==> config.mk <==
export PLATFORM = sky130hd
export DESIGN_NAME = addr_skew_gen
export DESIGN_NICKNAME = d
export VERILOG_FILES = /design/src/rtl/addr_skew_gen.sv
export SDC_FILE = /design/constraint.sdc
export NUM_CORES = 1
export LEC_CHECK = 0
export ABC_AREA = 1
export CAP_MARGIN = 20
export CORE_MARGIN = 4
export CORE_UTILIZATION = 50
export CTS_CLUSTER_SIZE = 20
export DETAILED_ROUTE_END_ITERATION = 8
export GPL_TIMING_DRIVEN = 0
export PLACE_DENSITY = 0.73
export SETUP_SLACK_MARGIN = 0.05
export SLEW_MARGIN = 20
export SYNTH_ARGS = -nofsm -noshare
export SYNTH_HDL_FRONTEND = slang
export SYNTH_SLANG_ARGS = --single-unit
export TNS_END_PERCENT = 20
==> constraint.sdc <==
create_clock -name clk -period 3.9 [get_ports clk]
set_clock_uncertainty 0.2 [all_clocks]
set_input_delay 0.39 -clock clk [delete_from_list [all_inputs] [get_ports clk]]
set_output_delay 0.39 -clock clk [all_outputs]
set_load 0.1 [all_outputs]
density.png
15 x 15 tiles, from white (low) to dark blue (high), 0 to 100% covered.
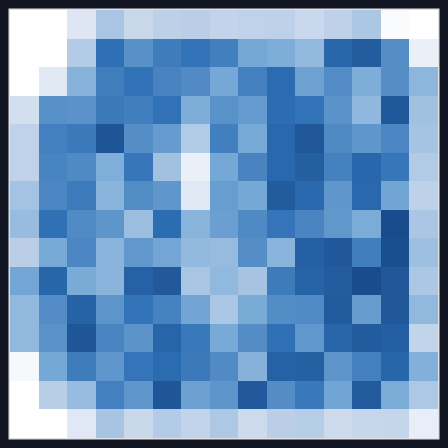
tiles over 75% full: 18%
mean over tiles: 53%
nearly empty tiles: 4.0%
fullest tile: 89%
densest ninth of the die: middle right
Pre-Place Util: 51.42%
core footprint: 18890 um^2
Core Util, Final: 62.78%

gate_families.png
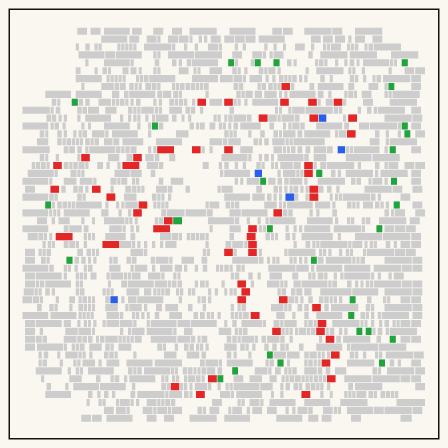
| colour | family | cells |
|---|---|---|
| blue | AND-OR and OR-AND gates | 5 |
| green | AND and OR gates | 30 |
| red | XOR/XNOR gates | 53 |
post-route insts no fill: 1734
most frequent logic cell in the layout: nand2_1
combinational share of cell area: 47.35%

final_congestion.png
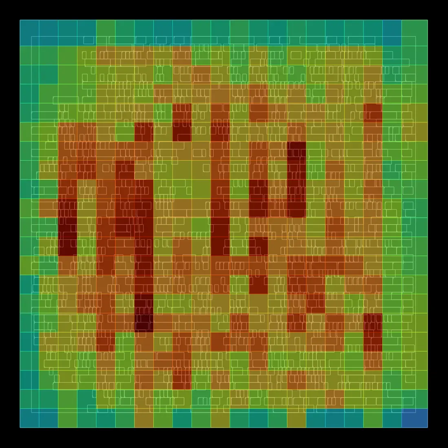
drt wl/cell: 18.43 um
layer carrying the most global-route usage: met2

metal_stack.png
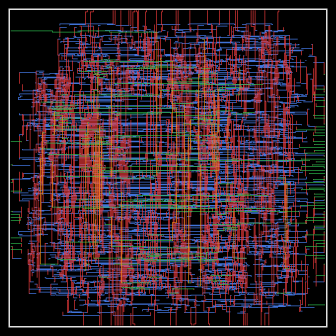
| colour | layer | wire length |
|---|---|---|
| red | met2 | 14100 um |
| blue | met1 | 14100 um |
| orange | met4 | 1310 um |
| green | met3 | 2440 um |
global-route usage over all layers: 29.62%
routed vias: 9270
wirelength, routed: 31950 um

met2.png
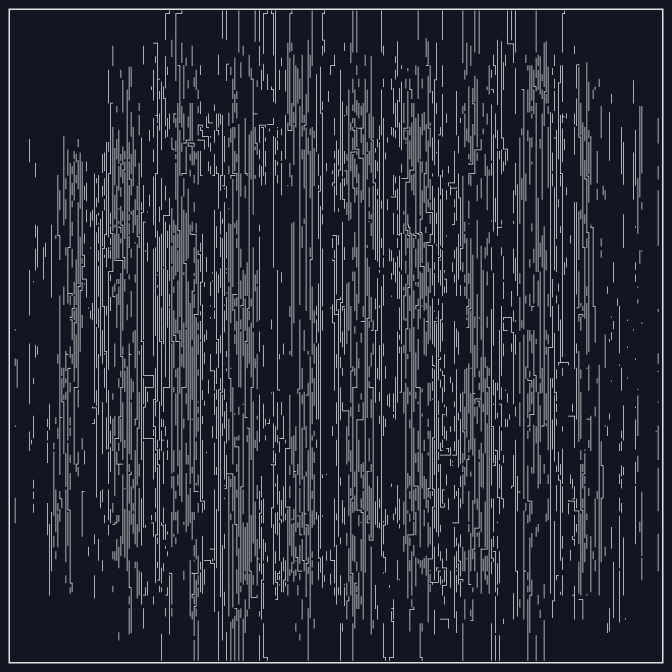
share of all routed wire: 44%
main direction: vertical
M2 GR Usage: 46.11%

==> qor.txt <==
DRT met1 WL = 14140 um
Adders+Majority by Area = 11.36%
Aoi share = 10.47%
Hold-fix buffers, CTS = 1
Fin Setup TNS = 0 ns
MUX area fraction = 0%
Post-synth EDFFs = 0
Count leader, synth = nand2_1
Drt drc = 0
Max cap viols = 0
H-tree Lvls = 4
Post-detail-place hpwl = 24430 um
Bufs w/o clock = 157
Min Tclk post-route = 3.611 ns
Flop count = 126
Syn Area/Cell = 7.337 um^2
Biggest area cells = dfrtp_1 18%, dfstp_2 15%, nand2_1 13%
Via/cell ratio = 5.346
Antenna violations before repair = 0
GRT Residual Overflow = 0
Maximum vdd ir drop = 0.4420 mV
Slowest cell on crit path = a21boi_0
Seq area share = 27.19%
CP required = 4.05 ns
Tool warnings = 38
Well Taps = 260
Max-slew violations = 0
Yosys simple share = 30.77%
Nets = 1579
CTS Buf Count = 17
Register-to-register setup slack = 0.29 ns
Chip area = 21720 um^2
Max-slew headroom = 33.16%
GP Congestion = 0.9898
Non-clk buf share = 12.08%
Register area share after synthesis = 33.18%
Top cells excl fill/tap = 347 x nand2_1, 171 x inv_1, 115 x clkdlybuf4s50_1, 111 x nor2_1, 95 x nand3_1
Largest net degree at the start of global routing = 78
DR iter-0 viols = 892
Clock sink total = 126
Period utilization = 92.60%
CTS tree = done
Die H = 147.4 um
Crit path depth = 9
Cells after Synth = 1324
Final Hold Fails = 0
Vias in the first global route = 8925
Logic family by area = simple AND/OR/NAND/NOR gates
R2R depth = 9
WL met3 = 2435 um
Clock-pin slew on the worst setup and hold paths = 0.06 ns
Number of buffers inserted by port buffering = 116
Hold Path Stages = 2
Most used flip-flop cell = dfrtp_1
Fillcell total = 1757
First-pass GRT wire length = 49600 um
Row count = 50
CTS root buf = clkbuf_16
Synth cell types = 49
RSZ-0062 raised after global routing = false
Synth Cell Area = 9714 um^2
Number of I/O pins = 117
Fraction of area in clock buffers and inverters = 5.021%
Pleak = 0.005988 uW
Yosys warning total = 0
Clk_lat worst skew = 0.43 ns
Non-clk invs = 175
Post-synth top area cell = dfrtp_1
Multi-Input Combinational = 984
Status = complete, no violations
Post-route ant nets = 0
Fmax = 276.9 MHz
Cell mode on critical path = ha_1
# Cells Yosys = 1324
DP Area = 11230 um^2
Layout cells sized above 1 = 12.08%
Drt first pass iters = 8
Area Overhead vs Synth = 22.10%
==> metrics by stage <==
stage / cells / worst slack (ns) / power, uW / hold WS [ns]
after CTS: 1734 / 0.07935 / 11150 / 0.2685
final: 1734 / 0.2886 / 11270 / 0.2647
after floorplan: 1324 / 1.167 / 7491 / -0.1056
after detailed placement: 1701 / -0.01581 / 9423 / 0.1632
after global placement: 1700 / -2.659 / 9323 / 0.2565
after global routing: 1734 / 0.06841 / 12090 / 0.2794
==> routing by layer <==
| layer | global-route usage (%) | vias to the layer above |
|---|---|---|
| met5 | 0 | - |
| met4 | 11.46 | 0 |
| met3 | 6.009 | 82 |
| met2 | 46.11 | 394 |
| met1 | 40.86 | 4251 |
| li1 | - | 4543 |
==> power by group <==
part,internal (uW),total (uW),switching [uW]
logic,2290,7600,5310
registers,1670,2000,329
clock network,1010,1670,655
Power is estimated from default activity; no workload was simulated.
